===== src/rtl/io_n_bidirectional_sync.sv =====
// Multi-channel bidirectional IO BEL: tristate pad drive plus synchronised, filtered capture with edge pulses.
// Optional IO_LOOPBACK_EN adds a LoopBack input that feeds the capture path from the internal I_top.
module io_n_bidirectional_sync #(
    parameter int CHANNELS      = 4,
    parameter int SYNC_STAGES   = 2,
    parameter int FILTER_CYCLES = 4,
    parameter int OUT_REG       = 1
) (
    input  logic                UserCLK,
    input  logic                Reset,
    input  logic [CHANNELS-1:0] I,
    input  logic [CHANNELS-1:0] T,
`ifdef IO_LOOPBACK_EN
    input  logic [CHANNELS-1:0] LoopBack,
`endif
    output logic [CHANNELS-1:0] O,
    output logic [CHANNELS-1:0] Q,
    output logic [CHANNELS-1:0] R,
    output logic [CHANNELS-1:0] F,
    output logic [CHANNELS-1:0] I_top,
    output logic [CHANNELS-1:0] T_top,
    input  logic [CHANNELS-1:0] O_top
);

    localparam int CW = (FILTER_CYCLES > 1) ? $clog2(FILTER_CYCLES + 1) : 1;
    localparam logic [CW-1:0] CNT_LAST =
        (FILTER_CYCLES > 1) ? CW'(FILTER_CYCLES - 1) : '0;
    localparam bit FILTER_ON = (FILTER_CYCLES > 1);

    logic [CHANNELS-1:0] sync_in;
    logic [CHANNELS-1:0] s;

    logic [SYNC_STAGES-1:0][CHANNELS-1:0] sync_q, sync_d;
    logic [CHANNELS-1:0][CW-1:0]          cnt_q, cnt_d;
    logic [CHANNELS-1:0]                  q_q, q_d;
    logic [CHANNELS-1:0]                  r_q, r_d;
    logic [CHANNELS-1:0]                  f_q, f_d;

    assign O = O_top;

    // Pad drive path
    generate
        if (OUT_REG != 0) begin : g_out_reg
            logic [CHANNELS-1:0] i_top_q, i_top_d;
            logic [CHANNELS-1:0] t_top_q, t_top_d;

            always_comb begin
                i_top_d = I;
                t_top_d = ~T;
            end

            always_ff @(posedge UserCLK) begin
                if (Reset) begin
                    i_top_q <= '0;
                    t_top_q <= '0;
                end else begin
                    i_top_q <= i_top_d;
                    t_top_q <= t_top_d;
                end
            end

            assign I_top = i_top_q;
            assign T_top = t_top_q;
        end else begin : g_out_comb
            assign I_top = I;
            assign T_top = ~T;
        end
    endgenerate

`ifdef IO_LOOPBACK_EN
    assign sync_in = (LoopBack & I_top) | (~LoopBack & O_top);
`else
    assign sync_in = O_top;
`endif

    assign s = sync_q[SYNC_STAGES-1];

    always_comb begin
        sync_d = {sync_q[SYNC_STAGES-2:0], sync_in};
    end

    // Filter: a new value must persist FILTER_CYCLES edges before Q takes it
    always_comb begin
        logic upd;
        q_d   = q_q;
        r_d   = '0;
        f_d   = '0;
        cnt_d = cnt_q;
        upd   = 1'b0;
        for (int ch = 0; ch < CHANNELS; ch++) begin
            upd = 1'b0;
            if (!FILTER_ON) begin
                cnt_d[ch] = '0;
                upd       = (s[ch] != q_q[ch]);
            end else if (s[ch] == q_q[ch]) begin
                cnt_d[ch] = '0;
            end else if (cnt_q[ch] == CNT_LAST) begin
                cnt_d[ch] = '0;
                upd       = 1'b1;
            end else begin
                cnt_d[ch] = cnt_q[ch] + CW'(1);
            end
            if (upd) begin
                q_d[ch] = s[ch];
                r_d[ch] = s[ch] & ~q_q[ch];
                f_d[ch] = ~s[ch] & q_q[ch];
            end
        end
    end

    always_ff @(posedge UserCLK) begin
        if (Reset) begin
            sync_q <= '0;
            cnt_q  <= '0;
            q_q    <= '0;
            r_q    <= '0;
            f_q    <= '0;
        end else begin
            sync_q <= sync_d;
            cnt_q  <= cnt_d;
            q_q    <= q_d;
            r_q    <= r_d;
            f_q    <= f_d;
        end
    end

    assign Q = q_q;
    assign R = r_q;
    assign F = f_q;

endmodule


===== config.mk =====
export PLATFORM = sky130hd
export DESIGN_NAME = io_n_bidirectional_sync
export DESIGN_NICKNAME = d
export VERILOG_FILES = /design/src/rtl/io_n_bidirectional_sync.sv
export SDC_FILE = /design/constraint.sdc
export NUM_CORES = 1
export LEC_CHECK = 0
export ABC_AREA = 1
export CORE_ASPECT_RATIO = 1.4
export CORE_UTILIZATION = 45
export CTS_BUF_LIST = sky130_fd_sc_hd__clkbuf_4
export DETAILED_ROUTE_END_ITERATION = 10
export HOLD_SLACK_MARGIN = 0.12
export PLACE_DENSITY = 0.85
export SYNTH_ARGS = -nofsm -noshare
export SYNTH_HDL_FRONTEND = slang
export SYNTH_SLANG_ARGS = --single-unit

===== constraint.sdc =====
create_clock -name UserCLK -period 1 [get_ports UserCLK]
set_input_delay 0.1 -clock UserCLK [delete_from_list [all_inputs] [get_ports UserCLK]]
set_output_delay 0.1 -clock UserCLK [all_outputs]
set_load 0.05 [all_outputs]

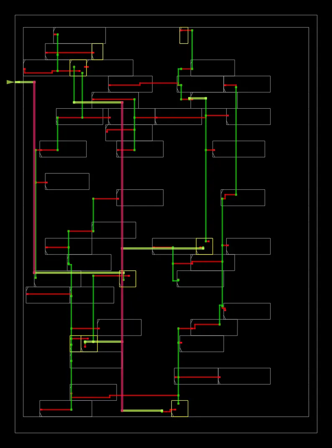
**Above:** clock nets.
Clk Latency, worst-skew pair: 370 ps
Inserted Clock Buffers: 5
power in the clock group: 803 uW

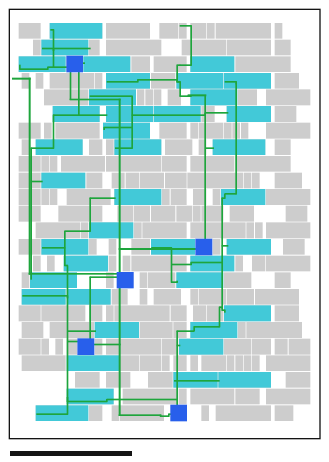
**Above:** clock network drawn from the DEF.
The bar under the picture is 20 microns long.
- cyan: flip-flops (count 40)
- green: clock wires (length 517 microns)
- blue: clock drivers (count 5)
- routed clock nets: 6
clock network fraction of design power: 27.9%
Setup Skew: 19.82 ps

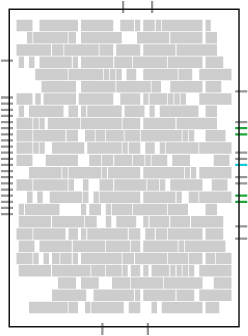
**Above:** pin map.
Pins as bars across the die edge, other pins in grey.
- cyan: Reset (pins 1; direction input; edge right)
- green: R (pins 4; direction output; edge right)
- all pins by edge: 21 left, 13 right, 2 top, 2 bottom
buffers added on ports: 37
Horiz. Die Dim: 50.62 microns
die extent in y: 70.06 microns

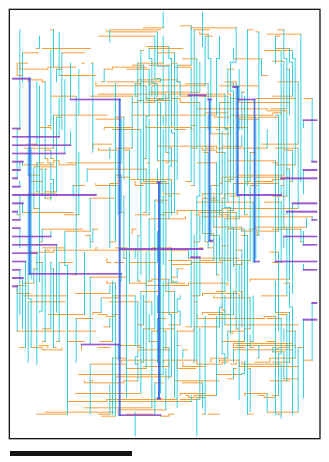
**Above:** signal wires by layer.
The bar under the picture is 20 microns long.
- purple: metal 3 (wire length 179 microns)
- cyan: metal 2 (wire length 2620 microns)
- blue: metal 4 (wire length 186 microns)
- orange: metal 1 (wire length 1400 microns)
Routed WL per cell: 17.07 microns
Total GRT Usage: 23.53%
final WL: 4.388 mm
via count: 1227

## path summary, 6_finish.rpt
check / from / cells after the start / slack, ps / endpoint
setup reg to reg: Q[2] / 6 / -110 / R[2]
hold reg to reg: sync_d[7] / 2 / 400 / s[3]
hold / removal: I[2] / 3 / 250 / I_top[2]
setup / recovery: Q[2] / 6 / -110 / R[2]
## synthesized netlist by cell type
cell,count,share of area [%]
sky130_fd_sc_hd__buf_8,1,1.0
sky130_fd_sc_hd__ha_1,16,13
sky130_fd_sc_hd__nor3b_1,4,2.0
sky130_fd_sc_hd__a21oi_1,4,1.3
sky130_fd_sc_hd__dfxtp_1,40,54
sky130_fd_sc_hd__nand3_1,4,1.3
sky130_fd_sc_hd__inv_2,1,0.25
sky130_fd_sc_hd__buf_6,1,0.76
sky130_fd_sc_hd__inv_1,32,8.1
sky130_fd_sc_hd__nand2_1,12,3.0
sky130_fd_sc_hd__nor2_1,36,9.1
sky130_fd_sc_hd__nor3b_2,4,3.4
sky130_fd_sc_hd__buf_4,5,2.5
## flip-flops by register name, indices dropped and copies added, names as in the netlist
register and flops:
cnt_q 12, F 4, R 4, I_top 4, sync_d 4, s 4, Q 4, T_top 4
## critical path: stages (launching register included)
cell	delay [ps]
sky130_fd_sc_hd__dfxtp_4	370
sky130_fd_sc_hd__buf_6	110
sky130_fd_sc_hd__inv_4	40
sky130_fd_sc_hd__ha_4	190
sky130_fd_sc_hd__inv_6	80
sky130_fd_sc_hd__nand2_4	50
sky130_fd_sc_hd__nor3b_2	190
## final cells by class
class,count,share of cell area (%)
inverters,33,5.432
multi-input cells,80,29.99
clock buffers,5,1.393
clock inverters,3,0.5107
well taps,39,1.811
flip-flops and latches,40,31.34
repair buffers,57,29.53
==> notes.md <==
From the final report, the count of setup violators was given as 26. The area growth from synthesis to layout is 81.01%. The run gives 86.30% as the post-route core utilization.

The worst setup path is launched from a flop. The internal power component came out at 2092 uW. With the number of buffers inserted by hold repair at cts at 0, the final layout net count is 247.

Switching power as a fraction of the total was reported as 27.43%. Once iteration 0 of detailed routing completed, the report listed 36 DRC markers. The power report puts the leakage power at 0.001119 uW. Flip-flop and latch power: 1650 uW. In the global route stage, met2 resource usage came out at 44.89%. The final design area excluding fillers is 2695 sq um.

In the routed design, unresolved DRC markers number 0. Per the OpenROAD floorplan log, the area of the die is 3546 sq um. Ranked by power, first place goes to sequential cells.

The run finished, with violations left. The logs give -109.2 ps for the final worst setup slack and 1410 ps for the data arrival at the endpoint of the critical path. After synthesis, the netlist uses 13 different library cells.

In the detailed route, the total length drawn on met2 is 2.624 mm. Counting tap cells, the placed design contains a total of 240 instances. The run gives 9.306 sq um for the mean instance size in the synthesized netlist. The portion of synthesized area spent on multiplexers is 0%. The xor/xnor cell area share of the yosys netlist is 0%, and the total negative slack for setup checks is -1298 ps. The run gives 844.6 sq um for the flip-flop and latch area. The run gives 2301 sq um for the instance area after placement. In the finished design, the share of the clock period the worst path needs comes to 110.9%. The top layer used by detailed routing was met4. The checks that failed: setup timing. For this run, the detailed router's first-pass iteration total came to 4. The area taken by multi-input combinational cells is reported as 808.3 sq um.

Half-perimeter wire length after detailed placement: 2.210 mm. Number of post-CTS setup repair buffers: 7.
Power is estimated from default activity; no workload was simulated.
